==> config.mk <==
export PLATFORM = sky130hd
export DESIGN_NAME = piezo_tone_decoder
export DESIGN_NICKNAME = d
export VERILOG_FILES = /design/src/rtl/piezo_pkg.sv /design/src/rtl/tone_edge_sync.sv /design/src/rtl/piezo_tone_decoder.sv
export SDC_FILE = /design/constraint.sdc
export NUM_CORES = 1
export LEC_CHECK = 0
export CAP_MARGIN = 5
export CORE_MARGIN = 1.5
export CORE_UTILIZATION = 30
export CTS_BUF_LIST = sky130_fd_sc_hd__clkbuf_8 sky130_fd_sc_hd__clkbuf_16
export DETAILED_ROUTE_END_ITERATION = 10
export PLACE_DENSITY = 0.44
export SLEW_MARGIN = 10
export SYNTH_ARGS = -nofsm -noshare
export SYNTH_HDL_FRONTEND = slang
export SYNTH_SLANG_ARGS = --single-unit
==> constraint.sdc <==
create_clock -name clk -period 14.66 [get_ports clk]
set_clock_uncertainty 0.05 [all_clocks]
set_input_delay 2.932 -clock clk [delete_from_list [all_inputs] [get_ports clk]]
set_output_delay 2.932 -clock clk [all_outputs]
set_load 0.1 [all_outputs]
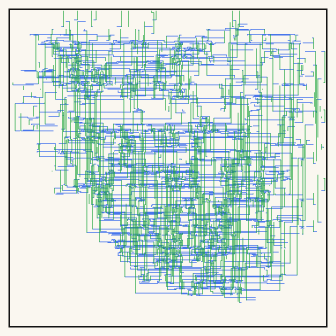
Fig. 1. Wiring by layer (run 1).
Two of the layers only.
[M2] green | wire length: 7100 um
[M1] blue | wire length: 7110 um
DR vias: 4556
DR WL/cell: 20.1 um
gr usage total: 20.1%

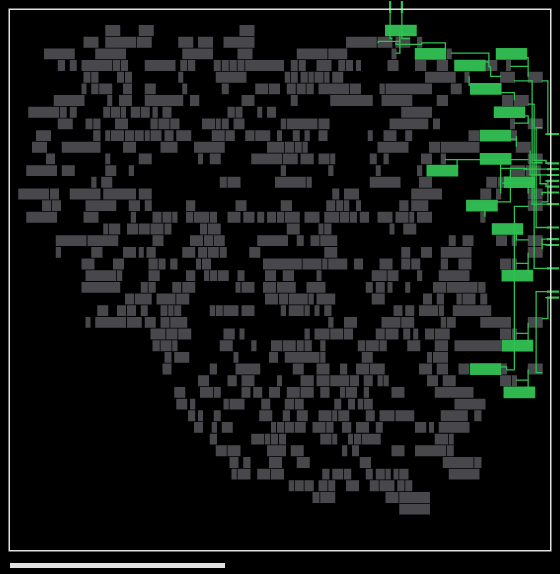
Fig. 2. Nets reached from selected ports (run 1).
Bar = 50 um.
[period] green | bits: 16 | direction: output | edge: 14 east, 2 north | end cells: 16 | wire: 427 um
I/O pin cnt: 29
port buffer count: 28

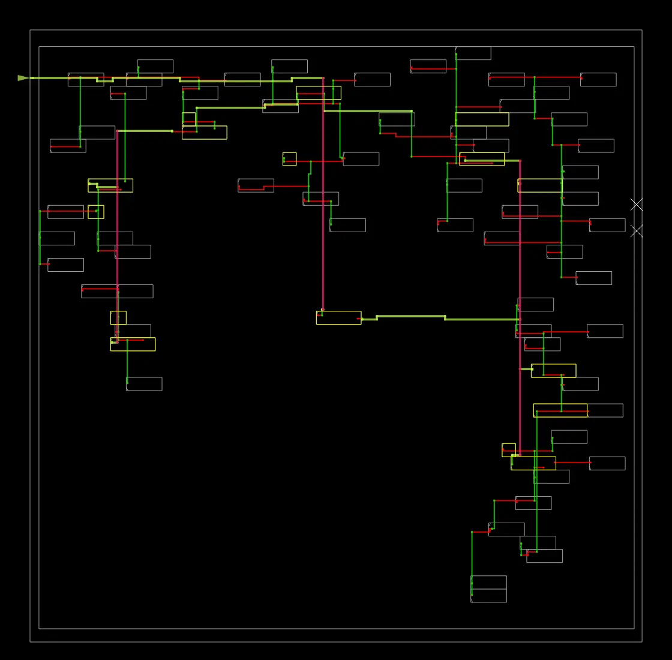
Fig. 3. Clock routing (run 1).
seq_cells: 59
clk latency late pin: 0.35 ns
Clock Buffer Count: 9

==> changes_impl.md, run 1 <==
## Flow update

* Max Cap Violations at 0
* CTS tree: yes
* Clk slew on worst S/H paths at 0.06 ns
* Routed wl met3 at 995 um
* Tool Warnings at 33
* DRC at 2
* Stages on worst setup path at 17
* M1 WL at 7110 um
* CP bufs+invs at 1
* WL final at 15500 um
* Placement Cell Area at 4890 um^2
* Final core occ at 35.6%
* Total CTS buffers at 9
* Postcts setup bufs at 0
* AND-OR/OR-AND Cells, Area Fraction at 28.1%
* Outcome: complete, but fails checks
* Fin. Hold Viols at 0
* Post-DP HPWL at 11500 um
* Failing checks: design-rule violations
* Crit end category: flop
* Worst path arrival time at 6.92 ns
* EDFF count, synth at 0
* RSZ-0062 raised after global routing: false
* DR vias/cell at 5.91
* Final period utilization at 45.9%
* Most Crowded Layer GR: met2
* Post-Synth Adder-Cell Area at 2.76%
* Layout Area Growth over Synthesis at 15.2%
* Avg Cell Area, Syn at 7.84 um^2
* Rows at 44
* Post-route cell area at 5210 um^2
* Final tally of max-slew violations at 0
* Final-report setup violation count at 0
* Share of cells above drive strength 1 at 9.20%
* Commonest Layout Cell: dfxtp_1
* CP Max Fanout at 23
* Pwr dens at 80.0 nW/um^2
* Pin count of the biggest net entering global routing at 43
* Clock sink count at 59
* Final setup TNS at 0 ns
* Clk buf depth at 2
* Slew @ Worst Pin at 1.14 ns
* Antenna Nets Post-Route at 0
* Top cell area share at 26.1%
* Most frequent cells in the layout: 59 x dfxtp_1, 53 x nor2_1, 35 x a21oi_1
* CTS root buffer: clkbuf_16
* R2R setup slack at 7.93 ns
[run 1: through the flow]
step / instances / total power, mW
after detailed placement: 755 / 0.189
after floorplan: 577 / 0.183
after global placement: 755 / 0.190
after global routing: 771 / 0.431
final: 771 / 0.417
after CTS: 771 / 0.425
[run 1: report_power, final]
group / switching, mW / internal, mW / total [mW]
Sequential: 0.00415 / 0.162 / 0.166
Combinational: 0.0145 / 0.00566 / 0.0201
Clock: 0.0816 / 0.149 / 0.231
[run 1: cell type report]
class	instances	area, um^2	share of cell area, %
Tap cell	184	230	4.42
Sequential cell	59	1180	22.7
Clock inverter	7	100	1.92
Inverter	24	90.1	1.73
Multi-Input combinational cell	453	3050	58.6
Clock buffer	9	225	4.32
Timing Repair Buffer	35	333	6.38
==> run 1 -> run 2 <==
- PLACE_DENSITY: 0.44 -> 0.46
- clock period: 14.66 -> 5.9 ns (I/O delays scaled with it)
==> run 2 against run 1 <==
  * The run still ends with design-rule violations left
  * Synthesized area did not move
  * Wire length grew 2.7%
  * Clock power grew 130%
  * Worst setup slack worse by 7.4 ns
  * Critical path depth is 3 higher
  * Worst hold slack improved by 0.026 ns
  * Die area did not move
  * Non-clock buffer count up 11
  * Sequential share of layout area shrank 0.25 points
==> changes_impl.md, run 2 <==
## Flow update

* Outcome: complete, but fails checks
* Failing checks: design-rule violations
* Sw frac at 25.8% (+1.7 points)
* DRC at 2 (unchanged)
* CTS root buffer: clkbuf_16
* Pwr dens at 191 nW/um^2 (+140%)
* Commonest Layout Cell: dfxtp_1
* Final-report setup violation count at 0 (unchanged)
* Antenna Nets Post-Route at 0 (unchanged)
* Layout Area Growth over Synthesis at 16.5%
* Final cell count without fillers at 782 (+1.4%)
* Worst path arrival time at 5.56 ns (-1.36 ns)
* Top cell area share at 26.1% (unchanged)
* Placed cell count at 766 (+1.5%)
* CTS tree: yes
* Psw at 0.259 mW (+160%)
* Logic pwr share at 6.0% (+1.2 points)
* Most Crowded Layer GR: met2
* CP bufs+invs at 4 (+3)
* Avg Cell Area, Syn at 7.84 um^2 (unchanged)
* Final core occ at 36.0% (+0.40 points)
* I/O pin cnt at 29 (unchanged)
* Routed wl met3 at 903 um (-9.2%)
* Post-DP HPWL at 11700 um (+1.6%)
* Postcts setup bufs at 0 (unchanged)
* Max Cap Violations at 0 (unchanged)
-- run 2: cell count changes in the layout (fill, tap and decap cells not counted), sizes merged --
cell / change
buf: +11
bufinv: -1
clkinv: +2
clkinvlp: -1
-- run 2: cell type report --
class                      instances  area, um^2  share of cell area, %
multi-input combinational        453        3050                   57.9
sequential                        59        1180                   22.4
timing repair buffer              46         415                   7.88
tap                              184         230                   4.37
clock buffer                       9         225                   4.27
inverter                          24        90.1                   1.71
clock inverter                     7        76.3                   1.45
-- run 2: cell families (layout without fill, tap and decap cells) --
group | count (synthesis) | count (layout)
simple gates | 222 | 222
compound gates | 179 | 179
buf+inv | 65 | 86
flops | 59 | 59
mux | 11 | 11
fa+ha+maj | 10 | 10
xor+xnor | 31 | 31
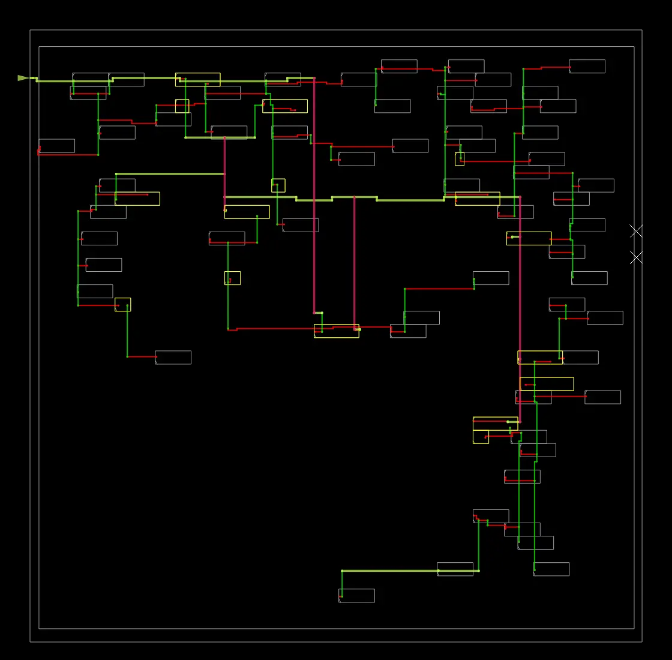
Fig. 4. Clock routing (run 2).
total CTS buffers: 9
clock sink count: 59
clk latency late pin: 0.34 ns

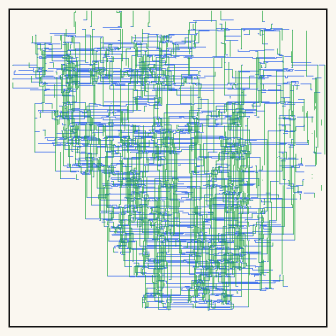
Fig. 5. Wiring by layer (run 2).
Two of the layers only.
[M2] green | wire length: 7260 um
[M1] blue | wire length: 7220 um
DR vias: 4684
DR WL/cell: 20.4 um
gr usage total: 20.2%
WL final: 15900 um

Power and IR drop assume default switching activity.
